Fig. 1: run 1, routed metal per tile
The bar under the picture is 20 um long. 14 x 14 tiles, from black (low) to pale yellow (high), scaled to the fullest tile. Values are wire area over tile area, all layers added.
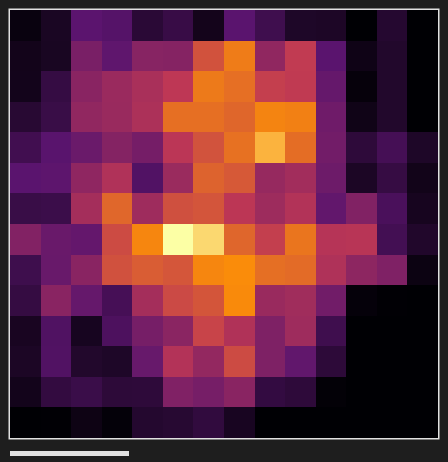
Fig. 2: run 1, signal wires on met1
The bar under the picture is 20 um long.
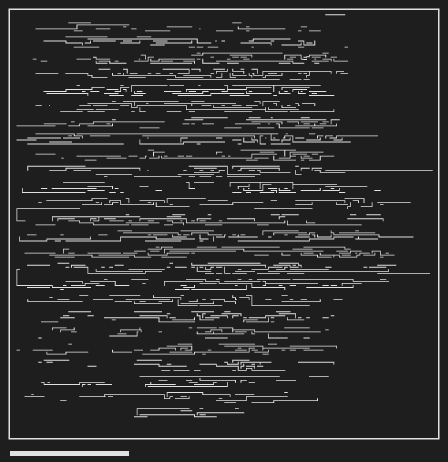
Fig. 3: run 1, cell density map
The bar under the picture is 20 um long. 7 x 7 tiles, from black (low) to pale yellow (high), 0 to 100% covered.
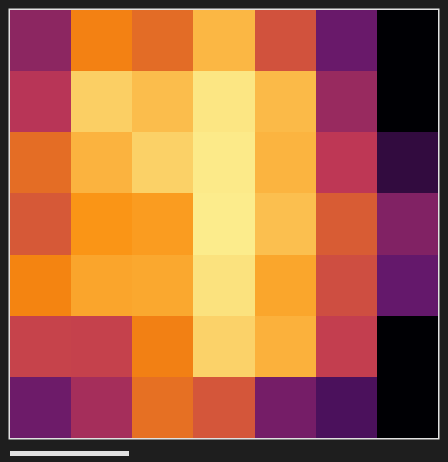
--- src/rtl/i2c_target.sv ---
// I2C target engine: START/STOP detect, 7-bit address match, byte write/read.
// Optional define I2C_TARGET_GLITCH_FILTER_EN adds a 3-sample filter on SCL/SDA.
module i2c_target #(
    parameter logic [6:0] ADDR        = 7'h42,
    parameter int         SYNC_STAGES = 2
) (
    input  logic       clk,
    input  logic       rst,
    input  logic       scl_in,
    input  logic       sda_in,
    output logic       sda_oe,
    output logic [7:0] rx_data,
    output logic       rx_valid,
    input  logic [7:0] tx_data,
    output logic       tx_req,
    output logic       busy,
    output logic       nack_seen
);

    typedef enum logic [2:0] {
        S_IDLE,
        S_ADDR,
        S_ADDR_ACK,
        S_WR,
        S_WR_ACK,
        S_RD,
        S_RD_ACK,
        S_WAIT_STOP
    } state_t;

    logic [SYNC_STAGES-1:0] r_scl_sync;
    logic [SYNC_STAGES-1:0] r_sda_sync;
    logic                   w_scl_s;
    logic                   w_sda_s;
    logic                   w_scl;
    logic                   w_sda;
    logic                   r_scl_d;
    logic                   r_sda_d;

    always_ff @(posedge clk) begin
        if (rst) begin
            r_scl_sync <= '1;
            r_sda_sync <= '1;
        end else begin
            r_scl_sync <= {r_scl_sync[SYNC_STAGES-2:0], scl_in};
            r_sda_sync <= {r_sda_sync[SYNC_STAGES-2:0], sda_in};
        end
    end

    assign w_scl_s = r_scl_sync[SYNC_STAGES-1];
    assign w_sda_s = r_sda_sync[SYNC_STAGES-1];

`ifdef I2C_TARGET_GLITCH_FILTER_EN
    logic [2:0] r_scl_h;
    logic [2:0] r_sda_h;
    logic       r_scl_f;
    logic       r_sda_f;

    // filtered level moves only after three agreeing samples
    always_ff @(posedge clk) begin
        if (rst) begin
            r_scl_h <= 3'b111;
            r_sda_h <= 3'b111;
            r_scl_f <= 1'b1;
            r_sda_f <= 1'b1;
        end else begin
            r_scl_h <= {r_scl_h[1:0], w_scl_s};
            r_sda_h <= {r_sda_h[1:0], w_sda_s};
            if (r_scl_h == 3'b111)
                r_scl_f <= 1'b1;
            else if (r_scl_h == 3'b000)
                r_scl_f <= 1'b0;
            if (r_sda_h == 3'b111)
                r_sda_f <= 1'b1;
            else if (r_sda_h == 3'b000)
                r_sda_f <= 1'b0;
        end
    end

    assign w_scl = r_scl_f;
    assign w_sda = r_sda_f;
`else
    assign w_scl = w_scl_s;
    assign w_sda = w_sda_s;
`endif

    always_ff @(posedge clk) begin
        if (rst) begin
            r_scl_d <= 1'b1;
            r_sda_d <= 1'b1;
        end else begin
            r_scl_d <= w_scl;
            r_sda_d <= w_sda;
        end
    end

    logic w_scl_rise;
    logic w_scl_fall;
    logic w_start;
    logic w_stop;

    assign w_scl_rise = w_scl & ~r_scl_d;
    assign w_scl_fall = ~w_scl & r_scl_d;
    assign w_start    = w_scl & r_scl_d & r_sda_d & ~w_sda;
    assign w_stop     = w_scl & r_scl_d & ~r_sda_d & w_sda;

    state_t      r_state;
    state_t      w_state_nx;
    logic [2:0]  r_cnt;
    logic [2:0]  w_cnt_nx;
    logic [6:0]  r_shift;
    logic [6:0]  w_shift_nx;
    logic        r_rw;
    logic        w_rw_nx;
    logic        r_ack_on;
    logic        w_ack_on_nx;
    logic        r_load;
    logic        w_load_nx;
    logic        r_oe;
    logic        w_oe_nx;
    logic        r_busy;
    logic        w_busy_nx;
    logic [7:0]  r_rx_data;
    logic [7:0]  w_rx_data_nx;
    logic        r_rx_valid;
    logic        w_rx_valid_nx;
    logic        r_tx_req;
    logic        w_tx_req_nx;
    logic        r_nack;
    logic        w_nack_nx;

    always_ff @(posedge clk) begin
        if (rst) begin
            r_state    <= S_IDLE;
            r_cnt      <= 3'd0;
            r_shift    <= 7'd0;
            r_rw       <= 1'b0;
            r_ack_on   <= 1'b0;
            r_load     <= 1'b0;
            r_oe       <= 1'b0;
            r_busy     <= 1'b0;
            r_rx_data  <= 8'h00;
            r_rx_valid <= 1'b0;
            r_tx_req   <= 1'b0;
            r_nack     <= 1'b0;
        end else begin
            r_state    <= w_state_nx;
            r_cnt      <= w_cnt_nx;
            r_shift    <= w_shift_nx;
            r_rw       <= w_rw_nx;
            r_ack_on   <= w_ack_on_nx;
            r_load     <= w_load_nx;
            r_oe       <= w_oe_nx;
            r_busy     <= w_busy_nx;
            r_rx_data  <= w_rx_data_nx;
            r_rx_valid <= w_rx_valid_nx;
            r_tx_req   <= w_tx_req_nx;
            r_nack     <= w_nack_nx;
        end
    end

    always_comb begin
        w_state_nx    = r_state;
        w_cnt_nx      = r_cnt;
        w_shift_nx    = r_shift;
        w_rw_nx       = r_rw;
        w_ack_on_nx   = r_ack_on;
        w_load_nx     = r_load;
        w_oe_nx       = r_oe;
        w_busy_nx     = r_busy;
        w_rx_data_nx  = r_rx_data;
        w_rx_valid_nx = 1'b0;
        w_tx_req_nx   = 1'b0;
        w_nack_nx     = 1'b0;
        if (w_start || w_stop) begin
            w_state_nx  = w_start ? S_ADDR : S_IDLE;
            w_cnt_nx    = 3'd0;
            w_oe_nx     = 1'b0;
            w_busy_nx   = 1'b0;
            w_ack_on_nx = 1'b0;
            w_load_nx   = 1'b0;
        end else begin
            unique case (r_state)
                S_IDLE: begin
                end
                S_ADDR: begin
                    if (w_scl_rise) begin
                        w_shift_nx = {r_shift[5:0], w_sda};
                        w_cnt_nx   = r_cnt + 3'd1;
                        if (r_cnt == 3'd7) begin
                            if (r_shift == ADDR) begin
                                w_state_nx = S_ADDR_ACK;
                                w_rw_nx    = w_sda;
                            end else begin
                                w_state_nx = S_WAIT_STOP;
                            end
                        end
                    end
                end
                S_ADDR_ACK: begin
                    if (w_scl_fall) begin
                        if (!r_ack_on) begin
                            w_oe_nx     = 1'b1;
                            w_busy_nx   = 1'b1;
                            w_ack_on_nx = 1'b1;
                            w_tx_req_nx = r_rw;
                        end else begin
                            w_ack_on_nx = 1'b0;
                            w_cnt_nx    = 3'd0;
                            if (r_rw) begin
                                // first read bit goes out on the fall ending the ACK
                                w_shift_nx = tx_data[6:0];
                                w_oe_nx    = ~tx_data[7];
                                w_state_nx = S_RD;
                            end else begin
                                w_oe_nx    = 1'b0;
                                w_state_nx = S_WR;
                            end
                        end
                    end
                end
                S_WR: begin
                    if (w_scl_rise) begin
                        w_shift_nx = {r_shift[5:0], w_sda};
                        w_cnt_nx   = r_cnt + 3'd1;
                        if (r_cnt == 3'd7) begin
                            w_rx_data_nx  = {r_shift, w_sda};
                            w_rx_valid_nx = 1'b1;
                            w_state_nx    = S_WR_ACK;
                        end
                    end
                end
                S_WR_ACK: begin
                    if (w_scl_fall) begin
                        if (!r_ack_on) begin
                            w_oe_nx     = 1'b1;
                            w_ack_on_nx = 1'b1;
                        end else begin
                            w_oe_nx     = 1'b0;
                            w_ack_on_nx = 1'b0;
                            w_cnt_nx    = 3'd0;
                            w_state_nx  = S_WR;
                        end
                    end
                end
                S_RD: begin
                    if (w_scl_fall) begin
                        if (r_load) begin
                            w_shift_nx = tx_data[6:0];
                            w_oe_nx    = ~tx_data[7];
                            w_cnt_nx   = 3'd0;
                            w_load_nx  = 1'b0;
                        end else if (r_cnt == 3'd7) begin
                            w_oe_nx    = 1'b0;
                            w_state_nx = S_RD_ACK;
                        end else begin
                            w_oe_nx    = ~r_shift[6];
                            w_shift_nx = {r_shift[5:0], 1'b0};
                            w_cnt_nx   = r_cnt + 3'd1;
                        end
                    end
                end
                S_RD_ACK: begin
                    if (w_scl_rise) begin
                        if (!w_sda) begin
                            w_tx_req_nx = 1'b1;
                            w_load_nx   = 1'b1;
                            w_state_nx  = S_RD;
                        end else begin
                            w_nack_nx  = 1'b1;
                            w_state_nx = S_WAIT_STOP;
                        end
                    end
                end
                S_WAIT_STOP: begin
                    w_oe_nx = 1'b0;
                end
                default: begin
                    w_state_nx = S_IDLE;
                    w_oe_nx    = 1'b0;
                end
            endcase
        end
    end

    assign sda_oe    = r_oe;
    assign rx_data   = r_rx_data;
    assign rx_valid  = r_rx_valid;
    assign tx_req    = r_tx_req;
    assign busy      = r_busy;
    assign nack_seen = r_nack;

endmodule

--- config.mk ---
export PLATFORM = sky130hd
export DESIGN_NAME = i2c_target
export DESIGN_NICKNAME = d
export VERILOG_FILES = /design/src/rtl/i2c_target.sv
export SDC_FILE = /design/constraint.sdc
export NUM_CORES = 1
export LEC_CHECK = 0
export ABC_AREA = 1
export CAP_MARGIN = 0
export CORE_UTILIZATION = 42
export CTS_BUF_LIST = sky130_fd_sc_hd__clkbuf_16
export DETAILED_ROUTE_END_ITERATION = 10
export PLACE_DENSITY = 0.68
export SETUP_SLACK_MARGIN = 0.3
export SLEW_MARGIN = 10
export SYNTH_ARGS = -nofsm -noshare
export SYNTH_HDL_FRONTEND = slang
export SYNTH_SLANG_ARGS = --single-unit
export TNS_END_PERCENT = 30
--- constraint.sdc ---
create_clock -name clk -period 1.5 [get_ports clk]
set_clock_uncertainty 0.15 [all_clocks]
set_input_delay 0.45 -clock clk [delete_from_list [all_inputs] [get_ports clk]]
set_output_delay 0.45 -clock clk [all_outputs]
set_load 0.01 [all_outputs]
==> results.ini, run 1 <==
[final_layout]
clkCellAreaFrac=0.0470
largest_reg_flops=8
final_cell_mix=nand2_1, buf_4, nor2_1, inv_1, o21ai_0
logic_area_um2=1320
nets=395
inverters_excl_clock=44
nFillCells=350
sh_seq_area=0.229
buffer_area_frac=0.220
layout_top_cell=nand2_1
finalNonFillerCells=449
diodes=0
design_area_um2=3170
comb_share=0.416
comb_cells=220
top_area_cell_class=combinational gates
flop_area_um2=727

[clock_tree]
tritoncts_num_sinks=35
cts_tree=built
clock_latency_ns=0.28
clk_path_buf_depth=2
cts_htree_levels=2
hold_buffers=0
ctsResizeCount=55
post_cts_buffers=5
numCtsBuffers=5

[logic_synthesis]
synth.cellmix.compoundShare=0.135
async_flop_share=0
synth_area_um2=2060
synth.largest_area_cell=dfxtp_1
ys_seq_share=0.340
yosysWarnings=0
synth_xor_xnor_area_share=0.00425
ys_sh_adder=0.0122
ys_ff=35
edf_count=0
synth.distinct_cells=30
avgSynthCellArea_um2=6.73
top_cells_by_count=nand2_1, nor2_1, dfxtp_1, inv_1, o21ai_0
synthCells=306
synthTopLogicFamily=simple AND/OR/NAND/NOR gates
top_cell=nand2_1

[grt]
grt_use_total=0.220
grt_max_degree=20
grt_antenna_before_repair=0

[pwr]
p_comb_uw=1620
power_frac_seq=0.297
switching_share=0.381
total_leakage_power_uw=0.00142
peakVddDrop_v=0.000910
p_int_uw=2350

[status]
violations=negative setup slack
status=complete, but fails checks

[route]
dr_wl_met3_um=312
firstDrtPassIters=4
dr_wl_met2_um=2740
drc=0
drt_iter0_markers=188
highest_layer=met4
via_per_inst=4.98

[place]
place_area_um2=2670
dp_cells=428
gp_congestion=0.971
dp_slack_ns=-0.232
dpl.hpwl_um=3870

[sta]
clock.fmax_ghz=0.611
setup_viol=14
holdWs_ns=0.257
final_hold_viol_count=0
finalCritPeriodShare=1.09
slew_headroom=0.637
finalWorstSetupSlack_ns=-0.137
period_minus_slack_ns=1.64
rsz0062_at_grt=true

[setup_path]
r2r_start=r_state[2]
path_class=reg -> reg
path_buffers=3
path_cells=buf_12, nand2_2, buf_4, inv_1, nor2_4, nor2_1, nor2_1, nand3_2, nand2_1, nor2_1
crit_arrival_ns=1.67
setup.worst_path.end=r_shift[1]
rrSetupSlack_ns=-0.14
crit_cells=10
end_kind=register

[floorplanning]
n_tap_cell=67
die_w_um=72.0
rows=25
die_h_um=72.0

[worst_hold_path]
worstHoldPathCells=1
worstHoldEndpoint=r_sda_sync[1]
hold_path.class=reg -> reg

## Picture notes: Fig. 1
14% of the tiles are nearly empty. The mean over all tiles is 0.18. The fullest tile reaches 0.62.

## Picture notes: Fig. 2
The layer carries 2,660 um of wire. The wires run mostly horizontal. 364 nets have wire on it. The longest straight run is 33.8 um. The layer holds 45% of the routed length.
Via Count: 2,238
M1 GR Usage: 0.294
final wirelength: 5850 um

## Picture notes: Fig. 3
The mean over all tiles is 60%. 39% of the tiles are over 75% full. The fullest tile reaches 96%. 8.2% of the tiles are nearly empty.
Core Area: 4720 um2
Final Util: 0.671
fp_density: 0.436

Fig. 4: run 1, track usage over the die
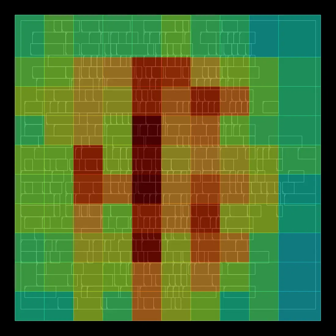

--- run 2 (diff from run 1) ---
Settings changed: RECOVER_POWER from default to 100, SLEW_MARGIN 10 to default.
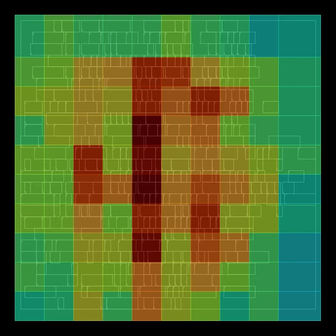
Fig. 5. Track usage over the die (run 2).
met3 Resource Use GR: 0.0444
routed length per placed instance: 13.0 um
Final Util: 0.663
busiest layer in global routing: met2

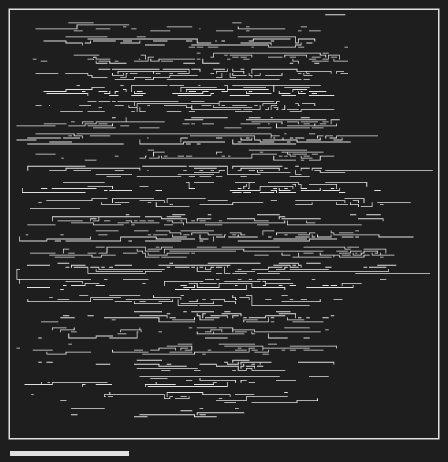
Fig. 6. Signal wires on met1 (run 2).
The bar under the picture is 20 um long.
365 nets have wire on it. The layer carries 2,640 um of wire. The longest straight run is 32.7 um. The layer holds 45% of the routed length.

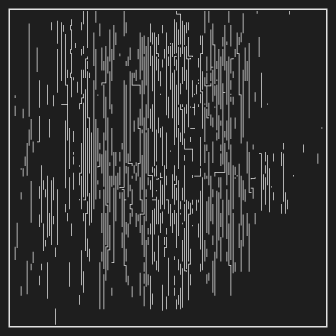
Fig. 7. The metal 2 layer (run 2).
The layer holds 46% of the routed length. The layer carries 2,710 um of wire. The longest straight run is 30.3 um. The wires run mostly vertical. 325 nets have wire on it.

==> run 2 against run 1 <==
The flow still finishes with violations (negative setup slack). Worst hold slack is essentially flat. Combinational power hardly changed. Utilization decreased by 0.79 points. Die area unchanged. Largest power group unchanged. Highest routed layer unchanged.
==> results.ini, run 2 <==
[status]
status=complete, but fails checks
violations=negative setup slack

[place]
dp_cells=428  ; unchanged
place_area_um2=2670  ; unchanged
dp_slack_ns=-0.232  ; unchanged
port-buffer-count=24
gp_congestion=0.971  ; unchanged
dpl.hpwl_um=3870  ; unchanged

[floorplanning]
initCoreUtil=0.436  ; unchanged
die_h_um=72.0  ; unchanged
coreArea_um2=4720  ; unchanged
die_w_um=72.0  ; unchanged
rows=25  ; unchanged
n_tap_cell=67  ; unchanged

[logic_synthesis]
top_cells_by_count=nand2_1, nor2_1, dfxtp_1, inv_1, o21ai_0
ys_sh_adder=0.0122  ; unchanged
edf_count=0  ; unchanged
synth_area_um2=2060  ; unchanged
ys_seq_share=0.340  ; unchanged
synthTopLogicFamily=simple AND/OR/NAND/NOR gates
yosysWarnings=0  ; unchanged
async_flop_share=0  ; unchanged
synth.distinct_cells=30  ; unchanged
top_cell=nand2_1
ys_cells=306
synth.cellmix.compoundShare=0.135  ; unchanged
ys_area_um2=2060
synth.largest_area_cell=dfxtp_1
synth_xor_xnor_area_share=0.00425  ; unchanged
avgSynthCellArea_um2=6.73  ; unchanged
synthCells=306  ; unchanged
ys_ff=35  ; unchanged

[pwr]
p_comb_frac=0.425
peakVddDrop_v=0.000909  ; -0.16%
total_leakage_power_uw=0.00138  ; -2.6%
power_frac_seq=0.297  ; about the same
p_int_uw=2350  ; -0.19%
maxPowerGroup=combinational cells
p_comb_uw=1620  ; about the same
switching_share=0.382  ; +0.000968

[sta]
period_minus_slack_ns=1.63  ; -0.00393 ns
rsz0062_at_grt=true
setup_viol=14  ; unchanged
tightest_slew_ns=0.539
slew_headroom=0.637  ; -0.000714
finalWorstSetupSlack_ns=-0.133  ; +0.00393 ns
holdWs_ns=0.257  ; +0.000333 ns
final_hold_viol_count=0  ; unchanged
clock.fmax_ghz=0.612  ; +0.24%
finalCritPeriodShare=1.09  ; -0.00262

[grt]
grtUsageMet1=0.294  ; unchanged
grt_antenna_before_repair=0  ; unchanged
grt_overflow_total=0
grt_use_total=0.220  ; unchanged
grt_max_degree=20  ; unchanged

[setup_path]
setup.worst_path.end=r_shift[1]
path_class=reg -> reg
r2r_start=r_state[2]
path_buffers=3  ; unchanged
end_kind=register
cp-startpoint=r_state[2]
cpMaxStageDelayCell=dfxtp_4
max_stage_delay_ns=0.37
crit_cells=10  ; unchanged
crit_arrival_ns=1.66  ; about the same
rrSetupSlack_ns=-0.13  ; about the same
path_cells=buf_12, nand2_2, buf_4, inv_1, nor2_4, nor2_1, nor2_1, nand3_2, nand2_1, nor2_1

[clock_tree]
ctsResizeCount=55  ; unchanged
cts.root.buffer_cell=clkbuf_16
cts_htree_levels=2  ; unchanged
clk_path_buf_depth=2  ; unchanged
clock_latency_ns=0.28  ; about the same
cts_tree=built
post_cts_buffers=5  ; unchanged
numCtsBuffers=5  ; unchanged
hold_buffers=0  ; unchanged
tritoncts_num_sinks=35  ; unchanged

[route]
firstDrtPassIters=5  ; +1
drt_iter0_markers=194  ; +3.2%
dr_wl_met2_um=2710  ; -0.80%
drc=0  ; unchanged
via_per_inst=5.02  ; +0.71%
dr_wl_met3_um=343  ; +9.9%
wl_um=5860  ; +0.10%
num_vias=2254  ; +0.71%
highest_layer=met4

[final_layout]
drive_gt1_frac=0.401
clkCellAreaFrac=0.0476  ; +0.000564
design_area_um2=3130  ; -1.2%
buffer_area_frac=0.216  ; -0.00376
largest_reg_flops=8  ; unchanged
sh_seq_area=0.228  ; -0.00125
diodes=0  ; unchanged
layout_top_cell=nand2_1
comb_share=0.421  ; +0.00499
finalNonFillerCells=449  ; unchanged
final_cell_mix=nand2_1, buf_4, nor2_1, inv_1, dfxtp_1
flop_area_um2=714  ; -1.7%
top_area_cell_class=combinational gates
logic_area_um2=1320  ; unchanged
nets=395  ; unchanged
comb_cells=220  ; unchanged
inverters_excl_clock=44  ; unchanged
nFillCells=363  ; +3.7%

[worst_hold_path]
worstHoldEndpoint=r_sda_sync[1]
worstHoldPathCells=1  ; unchanged
hold_path.class=reg -> reg

Power figures rest on the tool's default switching activity, not on a simulated workload.
